### src/rtl/array_feeder.sv
// array_feeder: transmit-side front end for a 4x4 systolic array.
// Buffers whole row vectors in a small FIFO and emits diagonally skewed lane
// streams (lane k delayed k steps) with input_en, followed by 3 zero drain
// steps and a one-cycle done pulse per matrix.
// Optional: define ARRAY_FEEDER_STALL_CNT_EN to add the stall_cnt output.
//
// Upstream handshake: a vector is taken on a rising edge where in_valid and
// in_ready are both high; in_ready is !full from the registered count only,
// and in_valid/in_data/in_last must stay stable until taken.
module array_feeder #(
  parameter int DATA_W = 8,
  parameter int DEPTH  = 4
) (
  input  logic                clk,
  input  logic                rst,
  input  logic                in_valid,
  output logic                in_ready,
  input  logic [4*DATA_W-1:0] in_data,
  input  logic                in_last,
  output logic                input_en,
  output logic [DATA_W-1:0]   a1_out,
  output logic [DATA_W-1:0]   a2_out,
  output logic [DATA_W-1:0]   a3_out,
  output logic [DATA_W-1:0]   a4_out,
`ifdef ARRAY_FEEDER_STALL_CNT_EN
  output logic [15:0]         stall_cnt,
`endif
  output logic                done
);

  localparam int AW = $clog2(DEPTH);
  localparam int VW = 4 * DATA_W + 1;
  localparam logic [AW:0] FULL_CNT = (AW + 1)'(DEPTH);

  typedef enum logic [1:0] {IDLE, STREAM, DRAIN, DONE} state_t;

  state_t            state_q, state_d;
  logic [1:0]        drain_q, drain_d;
  logic [VW-1:0]     mem_q [DEPTH];
  logic [AW-1:0]     wr_ptr_q, rd_ptr_q;
  logic [AW:0]       count_q;
  logic [DATA_W-1:0] sk1_q;
  logic [DATA_W-1:0] sk2_q [2];
  logic [DATA_W-1:0] sk3_q [3];
  logic [DATA_W-1:0] a_q [4];
  logic              en_q, done_q;

  logic              full, empty, push, pop, advance, pop_last;
  logic [VW-1:0]     head;
  logic [4*DATA_W-1:0] feed;

  assign full     = (count_q == FULL_CNT);
  assign empty    = (count_q == '0);
  assign in_ready = ~rst & ~full;
  assign push     = in_valid & in_ready;
  assign pop      = (state_q == STREAM) & ~empty;
  assign advance  = pop | (state_q == DRAIN);
  assign head     = mem_q[rd_ptr_q];
  assign pop_last = head[VW-1];
  assign feed     = pop ? head[VW-2:0] : '0;

  assign input_en = en_q;
  assign a1_out   = a_q[0];
  assign a2_out   = a_q[1];
  assign a3_out   = a_q[2];
  assign a4_out   = a_q[3];
  assign done     = done_q;

  // FIFO storage; contents are don't-care once pointers reset
  always_ff @(posedge clk) begin
    if (push) mem_q[wr_ptr_q] <= {in_last, in_data};
  end

  // FIFO pointers and occupancy
  always_ff @(posedge clk or posedge rst) begin
    if (rst) begin
      wr_ptr_q <= '0;
      rd_ptr_q <= '0;
      count_q  <= '0;
    end else begin
      if (push) wr_ptr_q <= wr_ptr_q + 1'b1;
      if (pop)  rd_ptr_q <= rd_ptr_q + 1'b1;
      if (push && !pop)      count_q <= count_q + 1'b1;
      else if (!push && pop) count_q <= count_q - 1'b1;
    end
  end

  // State and drain counter registers
  always_ff @(posedge clk or posedge rst) begin
    if (rst) begin
      state_q <= IDLE;
      drain_q <= '0;
    end else begin
      state_q <= state_d;
      drain_q <= drain_d;
    end
  end

  // Next-state logic: pop in STREAM, 3 drain steps, then one DONE cycle
  always_comb begin
    state_d = state_q;
    drain_d = drain_q;
    unique case (state_q)
      IDLE:   if (!empty) state_d = STREAM;
      STREAM: if (pop && pop_last) begin
                state_d = DRAIN;
                drain_d = '0;
              end
      DRAIN:  begin
                drain_d = drain_q + 2'd1;
                if (drain_q == 2'd2) state_d = DONE;
              end
      DONE:   state_d = IDLE;
      default: state_d = IDLE;
    endcase
  end

  // Skew stages shift only on advance; outputs load lane values or zeros
  always_ff @(posedge clk or posedge rst) begin
    if (rst) begin
      sk1_q  <= '0;
      for (int i = 0; i < 2; i++) sk2_q[i] <= '0;
      for (int i = 0; i < 3; i++) sk3_q[i] <= '0;
      for (int i = 0; i < 4; i++) a_q[i]   <= '0;
      en_q   <= 1'b0;
      done_q <= 1'b0;
    end else begin
      done_q <= (state_q == DONE);
      if (advance) begin
        a_q[0]   <= feed[0*DATA_W +: DATA_W];
        a_q[1]   <= sk1_q;
        a_q[2]   <= sk2_q[1];
        a_q[3]   <= sk3_q[2];
        sk1_q    <= feed[1*DATA_W +: DATA_W];
        sk2_q[1] <= sk2_q[0];
        sk2_q[0] <= feed[2*DATA_W +: DATA_W];
        sk3_q[2] <= sk3_q[1];
        sk3_q[1] <= sk3_q[0];
        sk3_q[0] <= feed[3*DATA_W +: DATA_W];
        en_q     <= 1'b1;
      end else begin
        for (int i = 0; i < 4; i++) a_q[i] <= '0;
        en_q <= 1'b0;
      end
    end
  end

`ifdef ARRAY_FEEDER_STALL_CNT_EN
  logic [15:0] stall_q;
  assign stall_cnt = stall_q;

  // Cycles starved in STREAM, saturating; cleared as done is raised
  always_ff @(posedge clk or posedge rst) begin
    if (rst) begin
      stall_q <= '0;
    end else if (state_q == DONE) begin
      stall_q <= '0;
    end else if (state_q == STREAM && empty && stall_q != 16'hFFFF) begin
      stall_q <= stall_q + 16'd1;
    end
  end
`endif

endmodule

### config.mk
export PLATFORM = sky130hd
export DESIGN_NAME = array_feeder
export DESIGN_NICKNAME = d
export VERILOG_FILES = /design/src/rtl/array_feeder.sv
export SDC_FILE = /design/constraint.sdc
export NUM_CORES = 1
export LEC_CHECK = 0
export CORE_UTILIZATION = 29
export CTS_CLUSTER_DIAMETER = 100
export DETAILED_ROUTE_END_ITERATION = 6
export GPL_TIMING_DRIVEN = 0
export PLACE_DENSITY = 0.45
export SYNTH_ARGS = -nofsm -noshare
export SYNTH_HDL_FRONTEND = slang
export SYNTH_SLANG_ARGS = --single-unit
### constraint.sdc
create_clock -name clk -period 2.8 [get_ports clk]
set_input_delay 0.28 -clock clk [delete_from_list [all_inputs] [get_ports clk]]
set_output_delay 0.28 -clock clk [all_outputs]
set_load 0.03 [all_outputs]
==> impl_metrics.ini, run 1 <==
; synthesis and place-and-route metrics
[run_status]
outcome = complete, no violations

[drt]
drt_iter0_drc = 160
dr.pass1.iters = 4
route.vias.total = 4047
detail-route-antenna-nets = 0
drc_errors = 0
viasPerCell = 4.21
wl_mm = 16.1

[synth]
edf_count = 132
synth.top_cell.area_share = 0.472
postSynthSeqShare = 0.749
synth_adder_area_share = 0.0188
ys_cells = 464
simple_gate_share = 0.0627
topCellsByArea = edfxtp_1 47%, dfrtp_1 28%, mux4_2 8.9%, mux2_2 3.5%, nor2b_1 1.9%
ys_sh_aoi = 0.0201
yosysWarnings = 0
ys_async_sr_fraction = 0.413
synth_cell_types = 31
top_cells_by_count = 132 x edfxtp_1, 93 x dfrtp_1, 33 x mux4_2
netlist_area_um2 = 8400
synthFlopType = edfxtp_1
syn_avg_cell_area_um2 = 18.1
most_common_cell = edfxtp_1
mux_area_frac = 0.126
postSynthCellCount = 464
ys_chip_area_um2 = 8400
xor_area_frac = 0.00626
yosys.area.top_type = edfxtp_1
synth_nets = 512
ys_seq_elements = 225
logic_family = multiplexers

[setup_path]
path_class = register to register
r2r_cells = 9
cp_data_required_time_ns = 3.19
r2r-end = count_q[1]
critPathLaunchType = register
crit_end = count_q[1]
critPathCaptureType = register
critPathLaunch = state_q[1]
regToRegSetupSlack_ns = 0.21
worstReg2RegStart = state_q[1]
cp.arrival_ns = 2.97
critPathMaxFanout = 19

[floorplanning]
die_area_um2 = 29600
io_pins = 71
num_rows = 61
fp_util = 0.298
core_um2 = 28200

[pwr]
leakage_uw = 0.00391
p_per_area_nw_per_um2 = 1060
ir_worst_vdd_v = 0.000326

[global_route]
grt_overflow = 0
grt_pass1_vias = 4491
antenna_found_initial = 1
grt_max_degree = 69
grt_pass1_wl_mm = 25.7

[job]
log.warning_count = 33
maxCapViolations = 0

[final_timing]
slew_headroom = 0.502
layout_setup_ws_ns = 0.212
worst_pin_slew_ns = 0.747
max_freq_mhz = 386
fin_skew_ns = 0.00763
hold_violations = 0
finalSetupViolCount = 0
period_needed_ns = 2.59
rsz0062_at_grt = false
whs_ns = 0.155
setup_tns_ns = 0
maxSlewViolCount = 0
final.period_utilization = 0.924

[placed_design]
dp_hpwl_mm = 10.6
pre_cts_ws_ns = -0.285
placed_cell_area_um2 = 9690
gp_congestion = 0.682

[clock_network]
ctsRootBufferMaster = clkbuf_16
cts_tree = built
clk_latency_ns = 0.51
cts.sinks = 225
path_clk_slew_ns = 0.06
cts_buffers = 25
clk_path_buf_depth = 3
postCtsSetupRepairBufs = 0
cts_htree_levels = 1

[finish]
area_growth_pct = 24.8
final_util = 0.372
final_layout_top_logic_cell = edfxtp_1
final_cell_area_um2 = 10500
lay_top_cells = 132 x edfxtp_1, 93 x dfrtp_1, 70 x clkdlybuf4s50_1
nets = 613
final_layout_size_suffix_gt1_frac = 0.202

[hold_path]
holdCritPathClass = primary input to async pin
==> run 1: per-layer routing <==
| metal | global-route usage | vias up | part of all wire | wire (µm) |
|---|---|---|---|---|
| li1 | - | 1900 | - | - |
| met1 | 0.141 | 2046 | 0.43 | 6870 |
| met2 | 0.201 | 74 | 0.50 | 8070 |
| met3 | 0.0277 | 27 | 0.051 | 815 |
| met4 | 0.0339 | 0 | 0.020 | 327 |
| met5 | 0 | - | 0 | 0 |
==> run 1: repair_timing <==
action | CTS | global route
gates resized | 0 | 1
endpoints found under the setup margin | 2 | 1
hold buffers | 0 | 0
==> run 1: critical path, cell delays in order, from the launching register on <==
cell	delay, ns
dfrtp_1	0.41
inv_1	0.11
ha_1	0.21
o31a_1	0.32
clkbuf_4	0.37
inv_1	0.07
ha_1	0.20
inv_1	0.08
fa_1	0.41
mux2_2	0.27
==> run 1: sequential cells by signal (all words and copies together), names as in the netlist, 3 cells and up <==
| name | flops |
|---|---|
| a1_out | 8 |
| a4_out | 8 |
| a2_out | 8 |
| a3_out | 8 |
| mem_q | 132 |
| sk2_q | 16 |
| sk3_q | 24 |
| sk1_q | 8 |
| count_q | 3 |
==> run 1: report_power, final <==
group	internal (µW)	switching [µW]	total, µW
Clock	1910	1230	3130
Sequential	4270	282	4550
Combinational	1610	1840	3450
==> run 1: cell type report <==
class | instances | area [µm²]
fillers | 2632 | 17700
flip-flops and latches | 225 | 6290
multi-input cells | 207 | 1970
repair buffers | 75 | 808
clock buffers | 37 | 701
well taps | 378 | 473
plain buffers | 21 | 100
clock inverters | 8 | 88.8
inverters | 10 | 40.0
diodes | 1 | 2.50
==> run 1: stage by stage <==
stage / cells / power (µW)
finish: 962 / 11100
global route: 962 / 11800
CTS: 961 / 11400
detailed placement: 917 / 8170
global placement: 912 / 8050
floorplan: 464 / 6970
Figure 1. Pin map (run 1).
Pins as bars across the die edge, other pins in grey.
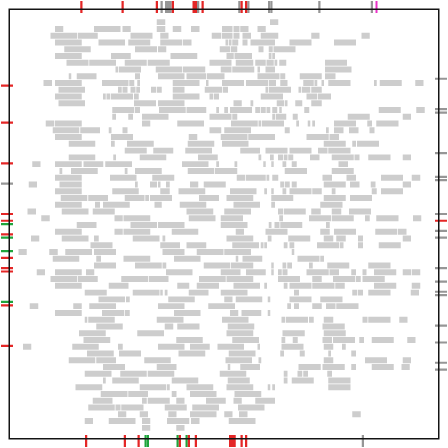
Magenta is `clk`, pins 1, direction input, edge top. Red is `in_data`, pins 32, direction input, edge 11 left, 11 bottom, 9 top, 1 right. Green is `a1_out`, pins 8, direction output, edge 4 bottom, 4 left.
IO Port Bufs: 70
Die H: 172 µm
die width: 172 µm

Figure 2. Congestion heat map (run 1).
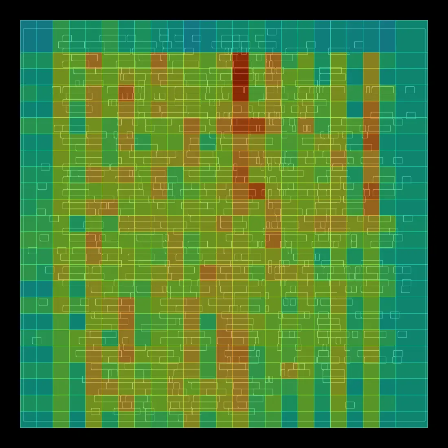
met1 Usage GRT: 0.141
DR WL/cell: 16.7 µm
GRT busiest layer: met2
Total Routing Usage GR: 0.115

Figure 3. Metal 4 (run 1).
Cells faint in the background.
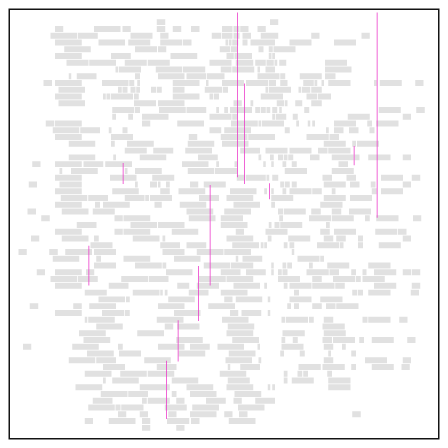
The layer carries 327 µm of wire. The longest straight run is 82.3 µm. The wires run mostly vertical. 5 nets have wire on it.

Figure 4. Clock wires, drivers and flops (run 1).
Bar = 50 µm.
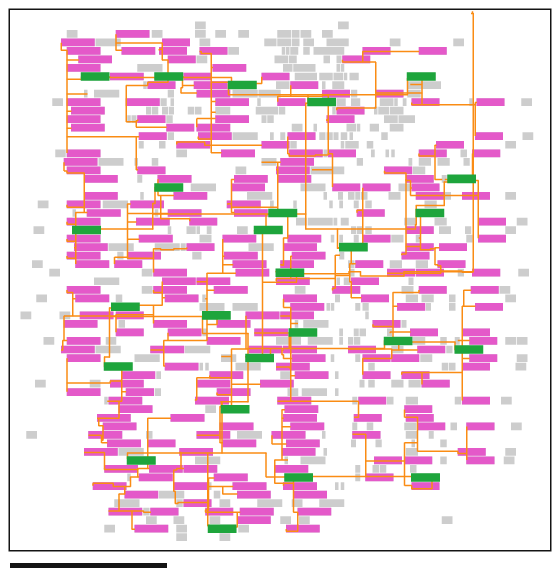
Magenta is flip-flops, count 225. Orange is clock wires, length 2,830 µm. Green is cells driving clock nets, count 25.
Position of the flops: all over the die. There are 26 routed clock nets.

Figure 5. Where the registers sit (run 1).
Other sequential cells in the stronger grey, the rest of the logic in the fainter grey.
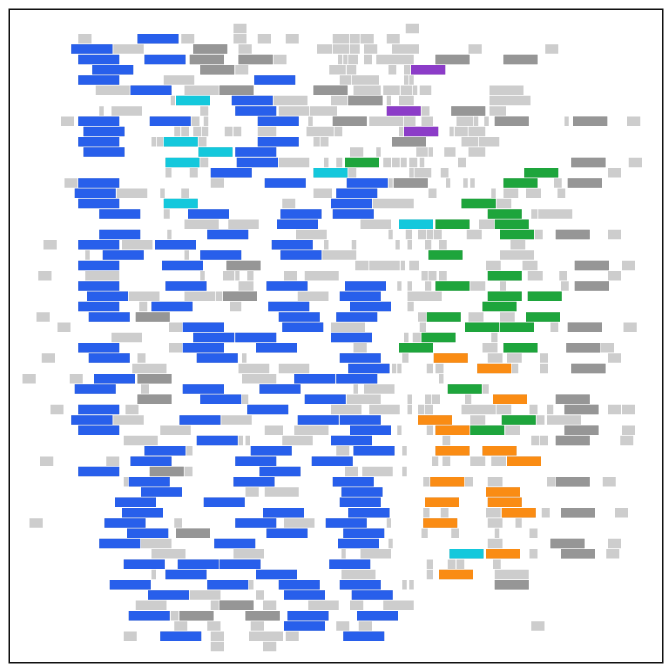

==> run 2, diff against run 1 <==
Settings changed: CORE_UTILIZATION 29 to 54, PLACE_DENSITY 0.45 to 0.73.
Clock period 2.8 ns to 3.2 ns, I/O delays scaled along.
Figure 6. Where the registers sit (run 2).
Other sequential cells in the stronger grey, the rest of the logic in the fainter grey.
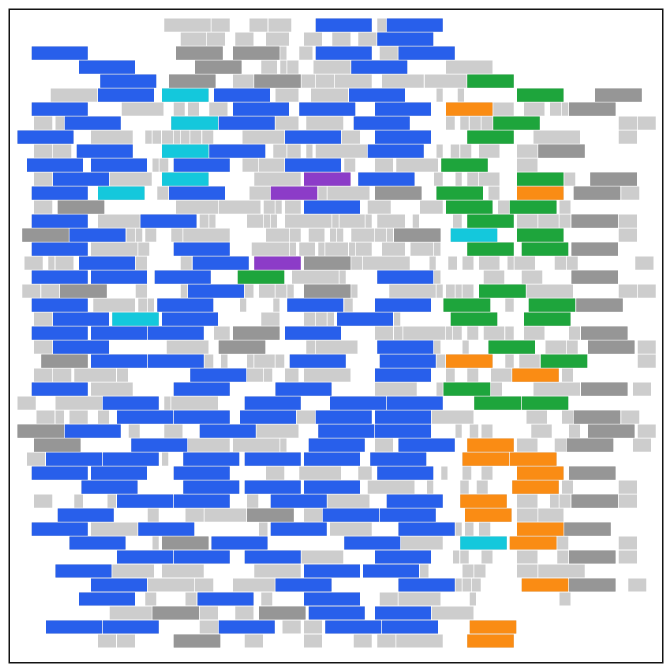
Green is `sk3_q`, sequential cells 24. Purple is `count_q`, sequential cells 3. Cyan is `sk1_q`, sequential cells 8. Blue is `mem_q`, sequential cells 132. Orange is `sk2_q`, sequential cells 16.
Another 42 sequential cells are not coloured.
P_seq: 3980 µW
final core utilization: 0.668
Seq area share: 0.619
Flop area: 6290 µm²

Figure 7. Clock wires, drivers and flops (run 2).
Bar = 50 µm.
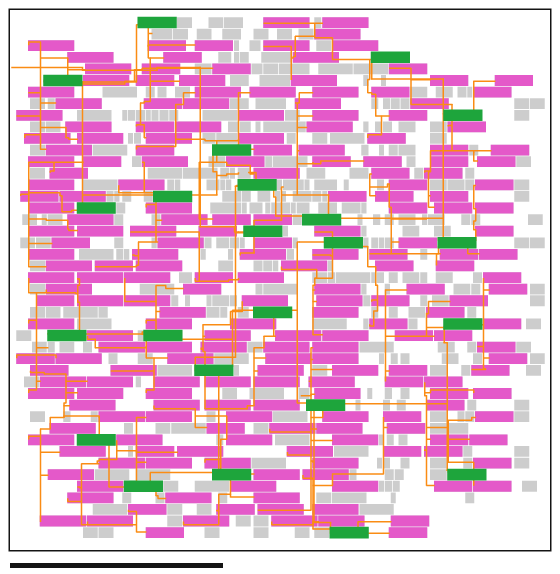
Orange is clock wires, length 2,450 µm. Green is cells driving clock nets, count 23. Magenta is flip-flops, count 225.
Position of the flops: all over the die.
Clock Skew: 0.0123 ns
Clk pwr share: 0.262

==> run 2 against run 1 <==
Effect of this change: flip-flop count is the same; hold slack better by 0.046 ns; final area decreased by 3.1%; clock power fell by 21%; via count rose by 2.4%; count of clock-buffer cells in the layout decreased by 3; critical path depth up 1; global-route usage increased by 7.6 points; worst setup slack gained 0.017 ns; maximum frequency decreased by 13%; non-clock buffer count increased by 1; synthesized cell count is the same; largest power group unchanged; highest routed layer is now met5.
==> impl_metrics.ini, run 2 <==
; synthesis and place-and-route metrics
[synth]
ys_async_sr_fraction = 0.413
ys_seq_elements = 225
yosys.area.top_type = edfxtp_1
netlist_area_um2 = 8400
topCellsByArea = edfxtp_1 47%, dfrtp_1 28%, mux4_2 8.9%, mux2_2 3.5%, nor2b_1 1.9%
syn_avg_cell_area_um2 = 18.1
synth.top_cell.area_share = 0.472
synth_nets = 512
ys_cells = 464
most_common_cell = edfxtp_1
postSynthSeqShare = 0.749
yosysWarnings = 0
top_cells_by_count = 132 x edfxtp_1, 93 x dfrtp_1, 33 x mux4_2
synth_cell_types = 31
postSynthCellCount = 464
edf_count = 132
ys_chip_area_um2 = 8400
synthFlopType = edfxtp_1

[pwr]
p_comb_frac = 0.317
intPower_uw = 6580
ir_worst_vdd_v = 0.000628
leakage_uw = 0.00388
power_frac_seq = 0.421
p_per_area_nw_per_um2 = 932
p_sw_uw = 2880
switching_share = 0.304

[final_timing]
final.period_utilization = 0.928
layout_setup_ws_ns = 0.229
setup_tns_ns = 0
rsz0062_at_grt = false
whs_ns = 0.201
slew_headroom = 0.554
worst_pin_slew_ns = 0.668
max_freq_mhz = 337
period_needed_ns = 2.97
finalSetupViolCount = 0
hold_violations = 0
maxSlewViolCount = 0

[global_route]
track_usage = 0.191
grt_max_degree = 73
antenna_found_initial = 1
grt_overflow = 0
grt_pass1_vias = 4500
grt_pass1_wl_mm = 23.5

[finish]
antennaDiodeCount = 0
lay_top_cells = 132 x edfxtp_1, 93 x dfrtp_1, 70 x clkdlybuf4s50_1
final_cell_area_um2 = 10200
largest_register = mem_q
nets = 612
largest_reg_flops = 132
area_growth_pct = 21.0
layoutNonFillerInstCount = 769
reg_top3 = mem_q: 132 flops, sk3_q: 24 flops, sk2_q: 16 flops
final_layout_top_logic_cell = edfxtp_1
final_layout_size_suffix_gt1_frac = 0.207

[floorplanning]
core_um2 = 15200
io_pins = 71
die_area_um2 = 16100
num_rows = 45
die_width_um = 127
chipHeight_um = 127
fp_util = 0.552

[drt]
wl_mm = 14.3
route.vias.total = 4145
routed-wl-met2_mm = 7.44
wl_met1_mm = 5.92
wl_met3_um = 692
routed.top_layer = met5
drc_errors = 0
drt_iter0_drc = 197
detail-route-antenna-nets = 0
dr.pass1.iters = 4
viasPerCell = 5.39
post_drt_wl_per_cell_um = 18.6

[setup_path]
path_class = register to register
crit_chain = inv_1 -> ha_1 -> o31a_1 -> buf_2 -> buf_1 -> inv_1 -> ha_1 -> inv_1 -> fa_1 -> mux2_2
cp.arrival_ns = 3.35
cp_data_required_time_ns = 3.58
critPathMaxFanout = 10
critPathLaunchType = register
path_buffers = 5
cpLargestDelayFamily = buffers and inverters
critPathCaptureType = register
cp_common_cell = inv_1
crit_path_top_delay_cell = buf_1
critPathMaxStageDelay_ns = 0.44

[clock_network]
cts_hold_buf = 0
cts_tree = built
cts_buffers = 23
path_clk_slew_ns = 0.06
ctsRootBufferMaster = clkbuf_16
clk_path_buf_depth = 3
cts.sinks = 225
clk_latency_ns = 0.51
cts_htree_levels = 1
cts-resized-gates = 0
postCtsSetupRepairBufs = 0

[job]
log.warning_count = 33
maxCapViolations = 0

[placed_design]
pre_cts_ws_ns = 0.268
dp.cells = 727
dp_hpwl_mm = 8.89
io_buffers = 70
gp_congestion = 0.721
placed_cell_area_um2 = 9450

[run_status]
outcome = complete, no violations

[hold_path]
holdCritPathClass = primary input to async pin
[run 2: cell counts after synthesis]
Identical to the previous run, type by type.
[run 2: logic make-up after synthesis]
| kind of cell | synth area share |
|---|---|
| xor+xnor | 0.00626 |
| buf+inv | 0.0165 |
| flops | 0.749 |
| fa+ha+maj | 0.0188 |
| simple gates | 0.0627 |
| mux | 0.126 |
| compound gates | 0.0201 |
[run 2: power by group through the flow]
stage	registers, µW	logic, µW	clock network, µW
6_report	3980	3000	2480
3_5_place_dp	4040	3030	0
2_1_floorplan	4280	1820	0
4_1_cts	3990	3060	2540
5_1_grt	4040	3270	2650
3_3_place_gp	4010	2900	0
[run 2: final cells by class]
class,count,area (µm²)
Inverter,10,40.0
Tap cell,188,235
Multi-Input combinational cell,207,1970
Sequential cell,225,6290
Buffer,22,101
Fill cell,1018,5050
Timing Repair Buffer,75,808
Clock inverter,8,43.8
Clock buffer,34,664
[run 2: path summary, 6_finish.rpt]
kind,cells past startpoint,end,slack [ns],from
hold reg to reg,1,a3_out[2],0.49,sk2_q[2]
setup / recovery,10,count_q[1],0.23,state_q[1]
hold / removal,2,sk3_q[18],0.20,rst
min in group clk,1,mem_q[3][6],0.45,in_data[6]
max in group asynchronous,3,a1_out[6],2.36,rst
setup reg to reg,10,count_q[1],0.23,state_q[1]
[run 2: through the flow]
| step | total power [µW] | utilization |
|---|---|---|
| 2_1_floorplan | 6100 | - |
| 3_3_place_gp | 6910 | 0.614 |
| 3_5_place_dp | 7070 | 0.621 |
| 4_1_cts | 9590 | 0.668 |
| 5_1_grt | 9960 | 0.668 |
| 6_report | 9460 | 0.668 |
[run 2: routing by layer]
layer | up-vias | GRT usage
met5 | - | 0
met4 | 2 | 0.0588
met3 | 21 | 0.0325
met2 | 106 | 0.333
met1 | 2111 | 0.250
li1 | 1905 | -
Figure 8. Pin map (run 2).
Pins as bars across the die edge, other pins in grey.
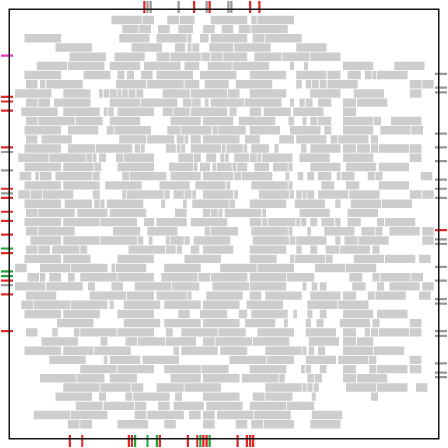

==> run 3, diff against run 2 <==
Settings changed: CORE_ASPECT_RATIO set to 0.8.
Figure 9. Pin map (run 3).
Pins as bars across the die edge, other pins in grey.
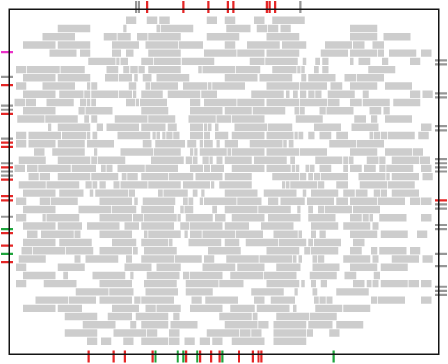
Red is `in_data`, pins 32, direction input, edge 12 bottom, 11 left, 8 top, 1 right. Green is `a1_out`, pins 8, direction output, edge 6 bottom, 2 left. Magenta is `clk`, pins 1, direction input, edge left.
All pins by edge: 22 left, 20 right, 18 bottom, 11 top.

==> run 3 against run 2 <==
Effect of this change: synthesized area stayed put; maximum frequency is 9.4% higher; core utilization is 0.20 points higher; synthesized cell count stayed put; count of clock-buffer cells in the layout is 1 lower; critical path depth is 1 lower; first-iteration DRC count is 36% higher; flip-flop count stayed put; sequential share of layout area is 0.18 points higher; combinational power is 1% lower; cell count is 2.0% higher; critical endpoint unchanged; largest cell class unchanged.
==> impl_metrics.ini, run 3 <==
; synthesis and place-and-route metrics
[synth]
postSynthCellCount = 464
synth_adder_area_share = 0.0188
logic_family = multiplexers
yosys.area.top_type = edfxtp_1
synthFlopType = edfxtp_1
xor_area_frac = 0.00626
netlist_area_um2 = 8400
mux_area_frac = 0.126
ys_async_sr_fraction = 0.413
ys_chip_area_um2 = 8400
most_common_cell = edfxtp_1
simple_gate_share = 0.0627
yosysWarnings = 0
syn_avg_cell_area_um2 = 18.1
ys_cells = 464
ys_seq_elements = 225
synth.top_cell.area_share = 0.472
synth_nets = 512
synth_cell_types = 31
postSynthSeqShare = 0.749

[floorplanning]
num_rows = 40
nWellTaps = 210
core_um2 = 15100
fp_util = 0.556
chipHeight_um = 114
io_pins = 71
die_width_um = 141

[run_status]
outcome = complete, no violations

[final_timing]
rsz0062_at_grt = false
period_needed_ns = 2.72
slew_headroom = 0.358
final.period_utilization = 0.849
hold_violations = 0
finalSetupViolCount = 0
maxSlewViolCount = 0
fin_skew_ns = 0.00837
max_freq_mhz = 368
worst_pin_slew_ns = 0.962

[drt]
viasPerCell = 5.22
detail-route-antenna-nets = 0
dr.pass1.iters = 4
drt_iter0_drc = 268
wl_mm = 14.0
drc_errors = 0
route.vias.total = 4096

[clock_network]
clk_path_buf_depth = 3
path_clk_slew_ns = 0.06
cts_buffers = 22
ctsRootBufferMaster = clkbuf_16
cts_tree = built
clk_latency_ns = 0.49
postCtsSetupRepairBufs = 0
cts_hold_buf = 0
cts-resized-gates = 0

[finish]
layout.area.comb_um2 = 1970
reg_top3 = mem_q: 132 flops, sk3_q: 24 flops, sk2_q: 16 flops
layoutNonFillerInstCount = 784
numSequentialCells = 225
largest_reg_flops = 132
lay_top_cells = 132 x edfxtp_1, 93 x dfrtp_1, 70 x clkdlybuf4s50_1
seq_area_um2 = 6290
inv_count = 10
final_layout_size_suffix_gt1_frac = 0.193
buffers_excl_clock = 92
comb.multi_input.count = 207
dominant_cells = registers
final-nonclk-buf-share = 0.0815
area_growth_pct = 20.6
nets = 606
antennaDiodeCount = 0
clkbuf_count = 33
comb_share = 0.195
clk_share = 0.0726
final_layout_top_logic_cell = edfxtp_1
filler_cell_count = 1057

[placed_design]
dp.cells = 745
io_buffers = 70
dp_hpwl_mm = 8.56
gp_congestion = 0.709

[global_route]
antenna_found_initial = 0
track_usage = 0.188
grt_pass1_vias = 4370
grt_overflow = 0
grt_max_degree = 76

[setup_path]
path_buffers = 4
critPathMaxStageDelay_ns = 0.43
critPathMaxFanout = 19
critPathCaptureType = register
cp_common_cell = inv_1
crit_chain = inv_1 -> ha_1 -> o31a_1 -> buf_2 -> inv_1 -> ha_1 -> inv_1 -> fa_1 -> mux2_2
cpLargestDelayFamily = adder cells
cp_data_required_time_ns = 3.58
crit_path_top_delay_cell = buf_2
critPathLaunchType = register

[pwr]
ir_worst_vdd_v = 0.000501
p_per_area_nw_per_um2 = 942
leakage_uw = 0.00385
Figure 10. Where the registers sit (run 3).
Other sequential cells in the stronger grey, the rest of the logic in the fainter grey.
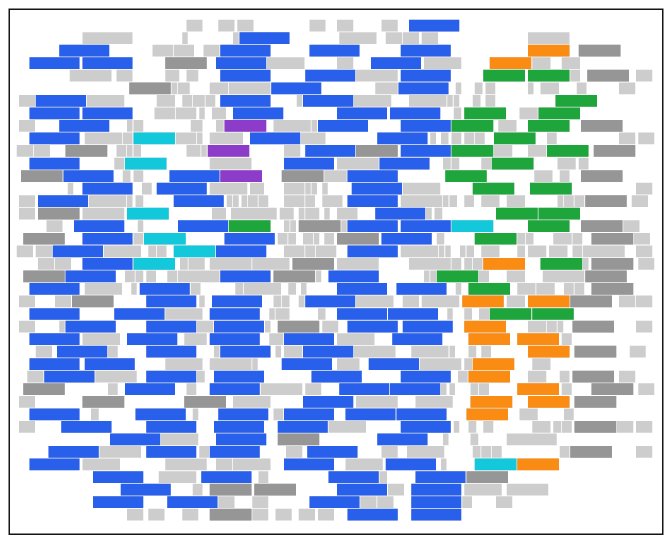
P_seq: 3990 µW
Seq area share: 0.621
final core utilization: 0.670

-- run 3: cell counts after synthesis --
No cell type changed its count.
-- run 3: final timing paths --
path	endpoint	start	cells past startpoint	slack [ns]
hold reg to reg	drain_q[0]	drain_q[0]	1	0.48
min in group clk	mem_q[1][27]	in_data[27]	1	0.46
setup reg to reg	count_q[1]	state_q[1]	9	0.48
max in group asynchronous	done	rst	3	2.36
setup / recovery	count_q[1]	state_q[1]	9	0.48
hold / removal	count_q[1]	rst	2	0.18
-- run 3: through the flow --
| step | setup WS, ns | setup TNS [ns] | instance area, µm² | hold slack (ns) |
|---|---|---|---|---|
| 6_report | 0.483 | 0 | 10100 | 0.178 |
| 5_1_grt | 0.315 | 0 | 10100 | 0.203 |
| 4_1_cts | 0.120 | 0 | 10100 | 0.185 |
| 3_5_place_dp | 0.143 | 0 | 9400 | 0.471 |
| 3_3_place_gp | -0.977 | -89.98 | 9360 | 0.460 |
| 2_1_floorplan | 0.460 | 0 | 8400 | 0.419 |
-- run 3: cell families after synthesis --
kind of cell,Yosys count
adder cells (fa/ha/maj),12
buffers and inverters,32
multiplexers,61
flip-flops,225
AND/OR/NAND/NOR,97
XOR/XNOR,6
AND-OR/OR-AND,31
-- run 3: report_power, final --
group / internal [µW] / leakage (µW) / switching (µW)
registers: 3740 / 0.00241 / 252
logic: 1380 / 0.00107 / 1580
clock network: 1570 / 0.000362 / 1020
total: 6680 / 0.00385 / 2850
-- run 3: routing by layer --
metal  global-route usage  routed length, µm  share of wire
met3               0.0374                578          0.041
met4               0.0487                288          0.021
met1                0.254               6260           0.45
met2                0.317               6900           0.49
met5                    0                  0              0
Power is estimated from default activity; no workload was simulated.
